**config.mk**
```make
export PLATFORM = sky130hd
export DESIGN_NAME = uart_rx_frame_check
export DESIGN_NICKNAME = d
export VERILOG_FILES = /design/src/rtl/uart_rx_frame_check.sv
export SDC_FILE = /design/constraint.sdc
export NUM_CORES = 1
export LEC_CHECK = 0
export ABC_AREA = 1
export CAP_MARGIN = 20
export CORE_MARGIN = 5
export CORE_UTILIZATION = 25
export CTS_CLUSTER_SIZE = 16
export DETAILED_ROUTE_END_ITERATION = 7
export DONT_BUFFER_PORTS = 1
export HOLD_SLACK_MARGIN = 0.12
export PLACE_DENSITY_LB_ADDON = 0.15
export SETUP_SLACK_MARGIN = 0.3
export SYNTH_ARGS = -nofsm -noshare
export SYNTH_HDL_FRONTEND = slang
export SYNTH_SLANG_ARGS = --single-unit
```
**constraint.sdc**
```tcl
create_clock -name CLK -period 3.25 [get_ports CLK]
set_input_delay 0.65 -clock CLK [delete_from_list [all_inputs] [get_ports CLK]]
set_output_delay 0.65 -clock CLK [all_outputs]
set_load 0.01 [all_outputs]
```
**src/rtl/uart_rx_frame_check.sv**
```systemverilog
// UART receive frame checker.
// Consumes majority-voted bit samples (one strobe per bit time), assembles an
// LSB-first data word, checks optional parity and the stop bit(s), and reports
// good frames, start glitches and framing/parity errors as one-cycle pulses.
// A saturating counter tallies errored frames and rejected start bits.
//
// state  | meaning
// -------+---------------------------------------------------------------
// IDLE   | waiting for a start-bit strobe (0 = start, 1 = glitch)
// DATA   | shifting in DATA_WIDTH data bits, LSB first
// PARITY | checking the parity bit against the received data
// STOP   | consuming STOP_BITS stop strobes, recording any sampled 0
module uart_rx_frame_check #(
  parameter int DATA_WIDTH = 8,
  parameter int STOP_BITS  = 1,
  parameter int ERR_CNT_W  = 8
) (
  input  logic                  CLK,
  input  logic                  RST,
  input  logic                  sampled_bit,
  input  logic                  bit_valid,
  input  logic                  PAR_EN,
  input  logic                  PAR_TYP,
  input  logic                  err_clr,
  output logic [DATA_WIDTH-1:0] P_DATA,
  output logic                  data_valid,
  output logic                  strt_glitch,
  output logic                  par_err,
  output logic                  stp_err,
  output logic                  busy,
  output logic [ERR_CNT_W-1:0]  err_cnt
);

  localparam int CNT_W = $clog2(DATA_WIDTH + 1);

  typedef enum logic [1:0] {
    IDLE   = 2'd0,
    DATA   = 2'd1,
    PARITY = 2'd2,
    STOP   = 2'd3
  } state_t;

  state_t                  state;
  state_t                  state_nxt;
  logic [CNT_W-1:0]        bit_cnt;
  logic                    stop_cnt;
  logic [DATA_WIDTH-1:0]   shift;
  logic                    par_en_lat;
  logic                    par_typ_lat;
  logic                    par_fail;
  logic                    stp_fail;

  logic                    last_data;
  logic                    last_stop;
  logic                    par_mismatch;

  logic                    dv_d;
  logic                    glitch_d;
  logic                    par_err_d;
  logic                    stp_err_d;
  logic                    busy_d;
  logic                    err_inc;

  assign last_data    = (bit_cnt == CNT_W'(DATA_WIDTH - 1));
  assign last_stop    = (stop_cnt == 1'(STOP_BITS - 1));
  // Even parity expects XOR of the data; odd parity expects its inverse.
  assign par_mismatch = sampled_bit ^ ((^shift) ^ par_typ_lat);

  // State register.
  always_ff @(posedge CLK) begin
    if (RST) state <= IDLE;
    else     state <= state_nxt;
  end

  // Next-state decode; nothing advances without a bit strobe.
  always_comb begin
    state_nxt = state;
    if (bit_valid) begin
      case (state)
        IDLE:    if (!sampled_bit) state_nxt = DATA;
        DATA:    if (last_data) state_nxt = par_en_lat ? PARITY : STOP;
        PARITY:  state_nxt = STOP;
        STOP:    if (last_stop) state_nxt = IDLE;
        default: state_nxt = IDLE;
      endcase
    end
  end

  // Output decode: next values of the registered outputs.
  always_comb begin
    dv_d      = 1'b0;
    glitch_d  = 1'b0;
    par_err_d = 1'b0;
    stp_err_d = 1'b0;
    if (bit_valid && state == IDLE && sampled_bit) glitch_d = 1'b1;
    if (bit_valid && state == STOP && last_stop) begin
      // The final stop sample is folded in here, it is not yet in stp_fail.
      par_err_d = par_fail;
      stp_err_d = stp_fail | ~sampled_bit;
      dv_d      = ~par_fail & sampled_bit & ~stp_fail;
    end
    busy_d  = (state_nxt != IDLE);
    // Parity and stop failures in one frame count as a single error.
    err_inc = glitch_d | par_err_d | stp_err_d;
  end

  // Frame datapath: config latch, bit counting, shifting and fail flags.
  always_ff @(posedge CLK) begin
    if (RST) begin
      bit_cnt     <= '0;
      stop_cnt    <= 1'b0;
      shift       <= '0;
      par_en_lat  <= 1'b0;
      par_typ_lat <= 1'b0;
      par_fail    <= 1'b0;
      stp_fail    <= 1'b0;
    end else if (bit_valid) begin
      case (state)
        IDLE: begin
          if (!sampled_bit) begin
            par_en_lat  <= PAR_EN;
            par_typ_lat <= PAR_TYP;
            bit_cnt     <= '0;
            stop_cnt    <= 1'b0;
            par_fail    <= 1'b0;
            stp_fail    <= 1'b0;
          end
        end
        DATA: begin
          shift   <= {sampled_bit, shift[DATA_WIDTH-1:1]};
          bit_cnt <= bit_cnt + 1'b1;
        end
        PARITY: begin
          if (par_mismatch) par_fail <= 1'b1;
        end
        STOP: begin
          if (!sampled_bit) stp_fail <= 1'b1;
          stop_cnt <= stop_cnt + 1'b1;
        end
        default: ;
      endcase
    end
  end

  // Registered outputs: pulses, busy, last good word and error counter.
  always_ff @(posedge CLK) begin
    if (RST) begin
      P_DATA      <= '0;
      data_valid  <= 1'b0;
      strt_glitch <= 1'b0;
      par_err     <= 1'b0;
      stp_err     <= 1'b0;
      busy        <= 1'b0;
      err_cnt     <= '0;
    end else begin
      data_valid  <= dv_d;
      strt_glitch <= glitch_d;
      par_err     <= par_err_d;
      stp_err     <= stp_err_d;
      busy        <= busy_d;
      if (dv_d) P_DATA <= shift;
      if (err_clr)                         err_cnt <= '0;
      else if (err_inc && err_cnt != '1)   err_cnt <= err_cnt + 1'b1;
    end
  end

endmodule

```
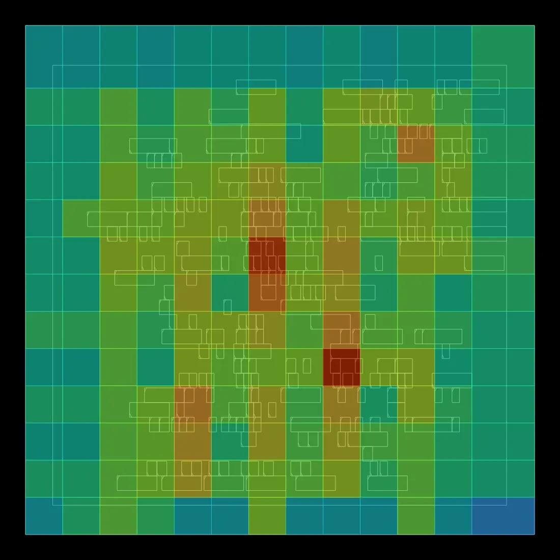
run_1/final_congestion.png
gr busiest metal: met2
met3 Use GR: 0.03984

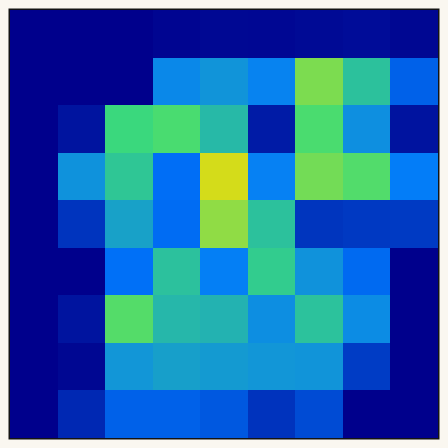
run_1/density.png
9 x 9 tiles, from dark blue (low) to red (high), 0 to 100% covered.
nearly empty tiles: 31%
emptiest ninth of the die: north-west
mean over tiles: 21%
densest ninth of the die: center
fullest tile: 70%
fin util: 0.2907
Core Footprint: 6869 sq um
Initial Util: 0.2594

==> run summary, run 1 <==
yosys + openroad results -> status completed, Cells after Synth 244, Yosys Warn Count 0, area grow syn2layout 12.08%, Iteration-0 DRC Markers between 40 and 50, Worst Hold End strt_glitch, count leader, synth dfxtp_1, drt pass-1 iters 4, cell area after layout 1997 sq um, combinational share of power 0.077, R2R Setup Slk 1570 ps, Slew Limit Headroom 0.5674, Sw Pwr 0.0002495 W, Port Buffers 0, initial antenna violation count 0, worst reg2reg startpoint err_cnt[0], Top-area cell share 0.4494, P_comb 0.0000779 W, WS Path Type flop to flop, CP required 3480 ps, Hold Fails Final Rpt 0, Logic family by area simple AND/OR/NAND/NOR gates, Seq pwr share 0.513, Max VDD drop 0.0001573 V, Antenna Nets Post-Route 0, top cells, area dfxtp_1, nand2_1, nor2_1, o21ai_0, a21oi_1, fin nets around 260, overall power ~0.0010 W, worst min path class input port to flop, placed cell areas about 1900 sq um, Post-Synth AOI/OAI Area 0.1552, vias per inst 4.267, GP Congestion roughly 0.7, GRT overflow 0, YS chip area 1782 sq um, cts bufs inserted 5, Cell variety after synth 28
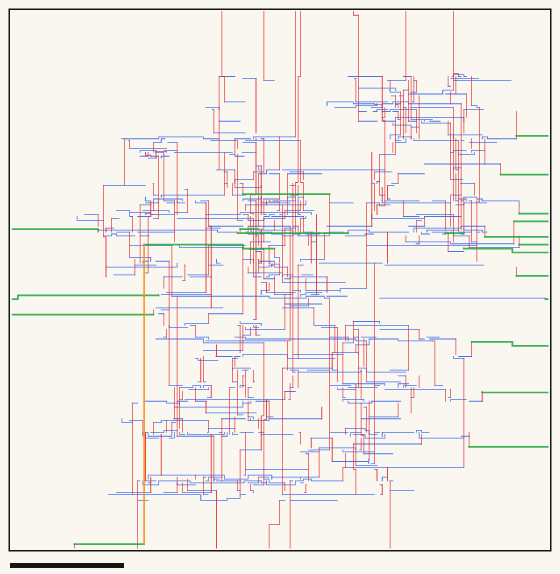
run_1/metal_stack.png
Bar = 20 um.
legend:
  red:
    layer: met2
    wire_length: 1680 um
  green:
    layer: met3
    wire_length: 243 um
  orange:
    layer: met4
    wire_length: 52.4 um
  blue:
    layer: met1
    wire_length: 1950 um
total track usage: 0.09586
via count: 1472
Avg WL per Cell: 11.37 um
final wirelength: 3.924 mm

==> run 1: worst max-delay path: stages (launching register included) <==
cell and delay [ps]:
dfxtp_1 450, ha_1 210, nand2_1 60, inv_1 110
nand3_1 120, nor2_1 100, nand2_1 90, nand2_4 140
clkinv_4 100, nand2_2 70, o21ai_1 50, a21oi_1 130
==> run 1: stage by stage <==
| step | cells | utilization |
|---|---|---|
| finish | 345 | 0.2907 |
| detailed placement | 337 | 0.2745 |
| CTS | 345 | 0.2907 |
| global placement | 337 | 0.2745 |
| floorplan | 244 | - |
| global route | 345 | 0.2907 |
==> run 1: final cells by class <==
cell class	count	area, sq um
fillers	782	4872
repair buffers	1	7.507
flip-flops and latches	40	800.8
multi-input cells	167	828.3
well taps	96	120.1
clock inverters	3	42.54
inverters	33	128.9
clock buffers	5	68.82
==> run 1: sequential cells by signal (all words and copies together), names as in the netlist <==
name,cells
P_DATA,8
err_cnt,8
shift,8
bit_cnt,4
state,2
busy,1
data_valid,1
par_en_lat,1
par_err,1
par_fail,1
par_typ_lat,1
stop_cnt,1
stp_err,1
stp_fail,1
strt_glitch,1
==> run 1: worst max-delay path by stage <==
stage / cells past startpoint / slack (ps) / startpoint / end
final: 11 / 1570 / err_cnt[0] / err_cnt[4]
after floorplan: 11 / 1760 / err_cnt[0] / err_cnt[4]
after detailed placement: 3 / 1560 / RST / bit_cnt[3]
after global placement: 8 / 1610 / bit_valid / bit_cnt[2]
after CTS: 11 / 1540 / err_cnt[0] / err_cnt[4]
after global routing: 11 / 1380 / err_cnt[0] / err_cnt[4]
==> run 1: routing by layer <==
layer  track usage  vias to the layer above  part of all wire
met4       0.04332                        0             0.013
met3       0.03984                        2             0.062
met2        0.1430                       25              0.43
met5             0                        -                 0
met1        0.1201                      658              0.50
li1              -                      787                 -
==> run 1 -> run 2 <==
- clock period: 3.25 -> 1.7 ns (I/O delays scaled with it)
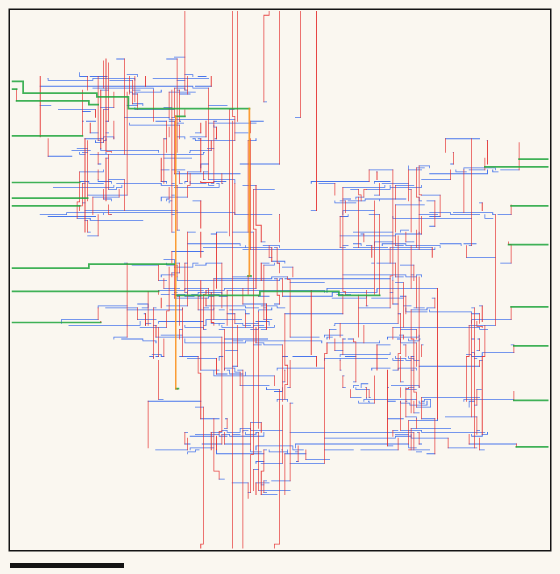
run_2/metal_stack.png
Bar = 20 um.
legend:
  green:
    layer: met3
    wire_length: 273 um
  orange:
    layer: met4
    wire_length: 76.8 um
  blue:
    layer: met1
    wire_length: 1860 um
  red:
    layer: met2
    wire_length: 1930 um
Avg WL per Cell: 11.55 um
total track usage: 0.1007

==> run 2 against run 1 <==
Net effect: flip-flop count unchanged; count of clock-buffer cells in the layout increased by 1; combinational power increased by 120%; setup slack got worse by 1300 ps; die size unchanged; power increased by 93%; critical path depth unchanged; sequential share of layout area decreased by 2.4 points; critical endpoint unchanged; non-clock buffer count increased by 13; synthesized cell count unchanged.
==> run summary, run 2 <==
yosys + openroad results -> Max stage delay cell, worst path dfxtp_4, FF/Latch Area 819.5 sq um (+2.3%), combinational share of power 0.088 (+0.011), Antenna Nets Post-Route 0 (unchanged), largest class combinational gates, Cell variety after synth 28 (unchanged), vias per inst 4.235 (-0.75%), Max VDD drop 0.0002712 V (+72%), Worst Path Buf+Inv 2 (unchanged), nonclk buf count 14 (+13), count leader, synth dfxtp_1, Port Buffers 0 (unchanged), YS chip area 1782 sq um (unchanged), biggest regs P_DATA: 8 flops, err_cnt: 8 flops, shift: 8 flops, CP required 1940 ps (-1540 ps), inverters 33 (unchanged), Iteration-0 DRC Markers 29 (-34%), Yosys Warn Count 0 (unchanged), filler instances 758 (-3.1%), final wirelength 4.135 mm (+5.4%), Non-clock buffers, area share 0.05293 (+0.04917), drt pass-1 iters 4 (unchanged), Clock-cell share 0.04948 (-0.006282), WS Path Type flop to flop, status completed, cts bufs inserted 5 (unchanged), top cells, area dfxtp_1, nand2_1, nor2_1, o21ai_0, a21oi_1, Top-area cell share 0.4494 (unchanged), Worst Hold End stp_err, critical path cell sequence ha_4 -> nand2_2 -> inv_2 -> nand3_2 -> nor2_2 -> nand2_2 -> nand2_4 -> clkinv_4 -> nand2_2 -> o21ai_2 -> a21oi_2, Taps Inserted 96 (unchanged), Hold Fails Final Rpt 0 (unchanged), Cells after Synth 244 (unchanged), via count 1516 (+3.0%), Comb gates 167 (unchanged), flop count 40 (unchanged)
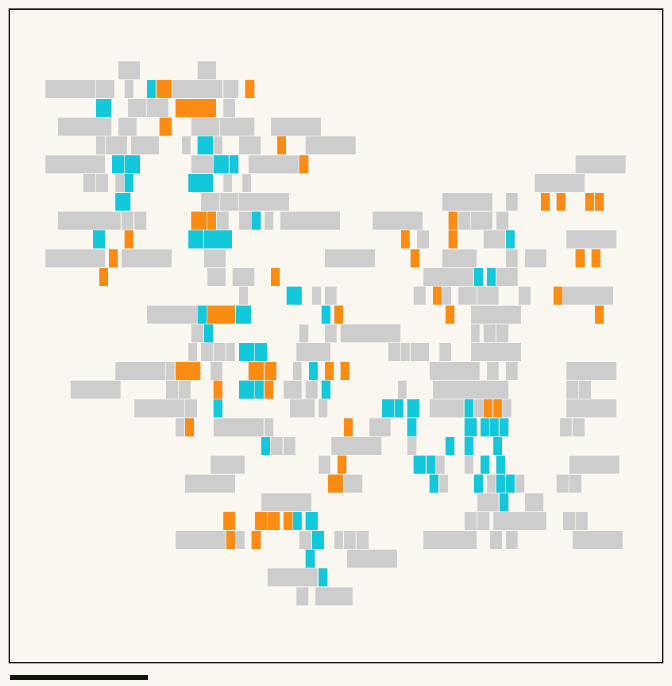
run_2/gate_families.png
Bar = 20 um.
legend:
  orange:
    family: NOR gates
    cells: 47
    most_used: nor2_1
  cyan:
    family: NAND gates
    cells: 56
    most_used: nand2_1
Finished Layout Cells: 358
Comb/total area: 0.4039

run 2: cell counts after synthesis:
No cell type changed its count.
run 2: worst max path at each step:
stage | from | endpoint | slack, ps | cells past startpoint
finish | err_cnt[0] | err_cnt[4] | 250 | 11
global route | err_cnt[0] | err_cnt[4] | 110 | 11
CTS | err_cnt[0] | err_cnt[4] | 240 | 11
detailed placement | err_cnt[1] | err_cnt[4] | 180 | 11
global placement | err_cnt[1] | err_cnt[4] | 200 | 11
floorplan | err_cnt[1] | err_cnt[4] | 310 | 11
run 2: power by group through the flow:
stage / Combinational [W] / Clock, W / Sequential [W]
floorplan: 0.000123 / 0 / 0.00100
global placement: 0.000156 / 0 / 0.00101
detailed placement: 0.000156 / 0 / 0.00101
CTS: 0.000167 / 0.000827 / 0.000984
global route: 0.000198 / 0.000848 / 0.000989
finish: 0.000170 / 0.000789 / 0.000984
run 2: per-stage QoR:
step | instance area, sq um | instances | power (W) | utilization | hold slack (ps)
6_report | 2175 | 358 | 0.001944 | 0.3166 | 134.4
5_1_grt | 2175 | 358 | 0.002035 | 0.3166 | 129.9
4_1_cts | 2116 | 356 | 0.001978 | 0.3080 | 126.2
3_5_place_dp | 1941 | 342 | 0.001165 | 0.2825 | 414.6
3_3_place_gp | 1941 | 342 | 0.001164 | 0.2825 | 413.1
2_1_floorplan | 1799 | 244 | 0.001125 | - | 409.1
run 2: timing repair:
item | 4_1_cts | 5_1_grt
pin swaps | 6 | 5
setup endpoints to repair | 13 | 14
resized | 8 | 17
hold endpoints to repair | 3 | 0
hold buffers | 1 | 0
buffers inserted | 5 | 2
run 2: layer usage:
metal	share of wire	vias up	global-route usage
met5	0	-	0
met4	0.018	0	0.05415
met3	0.066	5	0.04064
met2	0.47	25	0.1560
met1	0.45	671	0.1187
li1	-	815	-
==> run 2 -> run 3 <==
- HOLD_SLACK_MARGIN: 0.12 -> not set
- SKIP_LAST_GASP: not set -> 1
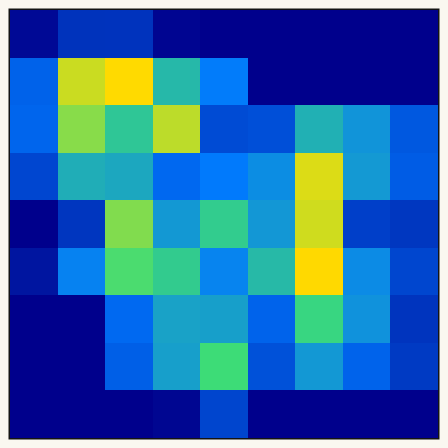
run_3/density.png
9 x 9 tiles, from dark blue (low) to red (high), 0 to 100% covered.
emptiest ninth of the die: south-west
nearly empty tiles: 30%
tiles over 75% full: 2.5%
fullest tile: 75%
densest ninth of the die: east
mean over tiles: 23%
fin util: 0.3151

==> run 3 against run 2 <==
Net effect: sequential power barely moved; cell count is 0.28% lower; hold slack got worse by 40 ps; flip-flop count is the same; non-clock buffer count fell by 1; largest power group unchanged; wire length decreased by 1.6%.
==> run summary, run 3 <==
yosys + openroad results -> Seq share, synth 0.4494, Max VDD drop 0.0002712 V (about the same), syn nets between 200 and 300, Worst Hold End data_valid, GRT overflow 0, CTS resizes 8 (unchanged), top cells, area dfxtp_1, nand2_1, nor2_1, o21ai_0, a21oi_1, worst reg2reg startpoint err_cnt[0], Antenna Nets Post-Route 0 (unchanged), DIE WIDTH 94.42 um, YS chip area 1782 sq um (unchanged), hold path startpoint RST, floorplan row count 30, Post-synth EDFFs 0, worst reg2reg path depth 11, via count 1506 (-0.66%), Worst path most repeated cell nand2_2, CTS H-Tree Depth 2, antenna cells 0, count leader, synth dfxtp_1, fin nets 269, final wirelength 4.070 mm (-1.6%), Tool Warnings 28, critical path cell sequence ha_4 -> nand2_2 -> inv_2 -> nand3_2 -> nor2_2 -> nand2_2 -> nand2_4 -> clkinv_4 -> nand2_2 -> o21ai_2 -> a21oi_2, worst min path class input port to flop, TNS Setup 0 ps, Top-area cell share 0.4494 (unchanged), vias in the first global route about 1400, GP Congestion 0.7355, CTS Hold Buffers Added 0 (-1), Avg WL per Cell 11.40 um (-1.3%), biggest regs P_DATA: 8 flops, err_cnt: 8 flops, shift: 8 flops, vias per inst 4.218 (-0.38%), Static Leak 0.9003 nW, Port Buffers 0 (unchanged), Hold Fails Final Rpt 0 (unchanged), Yosys Warn Count 0 (unchanged), WS Path Type flop to flop, syn avg cell area 7.302 sq um, die height 94.42 um, fin crit share 0.8508, Clock Tree Buf Depth 2, drt pass-1 iters 4 (unchanged), Cell variety after synth 28 (unchanged), CP startpoint kind flop, Iteration-0 DRC Markers 30 (+3.4%), commonest cells after routing, fill and taps aside nor2_1, nand2_1, dfxtp_1, worst-margin pin slew 508.7 ps, total track usage 0.09933 (-0.001331), clk slew on worst S/H paths 90 ps, boundary pin count 28, cts bufs inserted 5 (unchanged), clock root buffer clkbuf_8, Post-route DRC 0, area grow syn2layout 21.49%, post-CTS setup buffer count 5 (unchanged), # Cells Yosys approximately 240, CP required 1940 ps (about the same), placed cells 342 (unchanged), status completed, Cells after Synth 244 (unchanged), final slew viol count 0, hold depth 1, Max stage delay cell, worst path dfxtp_4
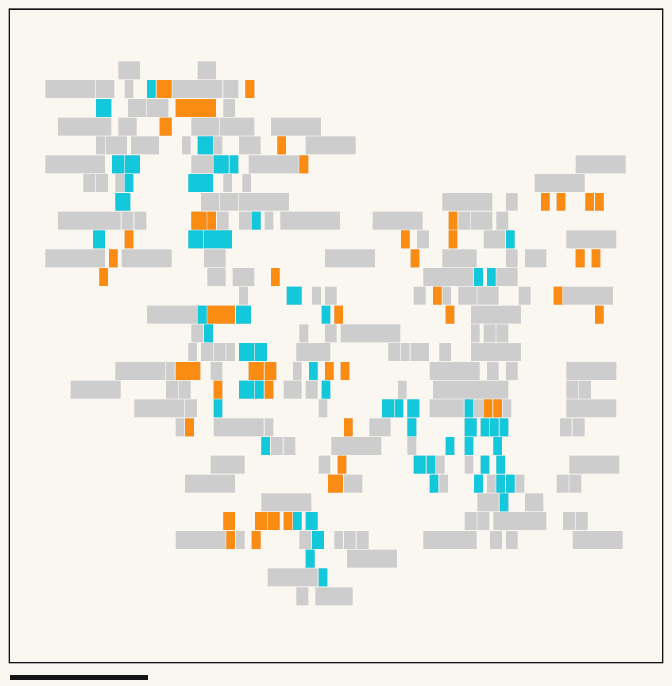
run_3/gate_families.png
Bar = 20 um.
legend:
  orange:
    family: NOR gates
    cells: 47
    most_used: nor2_1
  cyan:
    family: NAND gates
    cells: 56
    most_used: nand2_1
Comb/total area: 0.4058
Finished Layout Cells: 357

run 3: kinds of logic after synthesis:
logic type | count (synthesis)
fa+ha+maj | 2
buf+inv | 37
compound gates | 54
simple gates | 104
xor+xnor | 7
flops | 40
run 3: where the power goes:
part	leakage [nW]	switching, W	internal (W)
clock	0.0552	0.000354	0.000436
combinational	0.517	0.000101	0.0000663
sequential	0.329	0.0000276	0.000957
run 3: area by class of cell:
class	count	area [sq um]
Timing Repair Buffer	13	105.1
Fill cell	759	4705
Multi-Input combinational cell	167	878.3
Inverter	33	133.9
Sequential cell	40	819.5
Tap cell	96	120.1
Clock inverter	2	35.03
Clock buffer	6	72.57
run 3: how the worst max path moves through the flow:
stage / to / startpoint / depth (start not counted)
after CTS: err_cnt[4] / err_cnt[0] / 11
after floorplan: err_cnt[4] / err_cnt[1] / 11
after global routing: err_cnt[4] / err_cnt[0] / 11
after global placement: err_cnt[4] / err_cnt[1] / 11
after detailed placement: err_cnt[4] / err_cnt[1] / 11
final: err_cnt[4] / err_cnt[0] / 11
run 3: layer usage:
metal,vias to the layer above,global-route usage,wire [um]
li1,813,-,-
met1,664,0.1187,1856
met2,24,0.1513,1865
met3,5,0.04064,272
met4,0,0.05415,76
met5,-,0,0
run 3: per-stage QoR:
step,setup slack (ps),total power [W],area (sq um),hold slack [ps]
6_report,253.6,0.001942,2165,94.20
3_5_place_dp,178.8,0.001165,1941,414.6
3_3_place_gp,197.1,0.001164,1941,413.1
5_1_grt,111.3,0.002031,2165,82.67
2_1_floorplan,312.2,0.001125,1799,409.1
4_1_cts,244.6,0.001974,2106,82.62
run 3: worst max-delay path, delay by kind of cell (launching register included):
kind,cells,cell delay (ps)
buf+inv,2,170
compound gates,2,170
simple gates,6,490
fa+ha+maj,1,140
flops,1,400
Power and IR drop assume default switching activity.
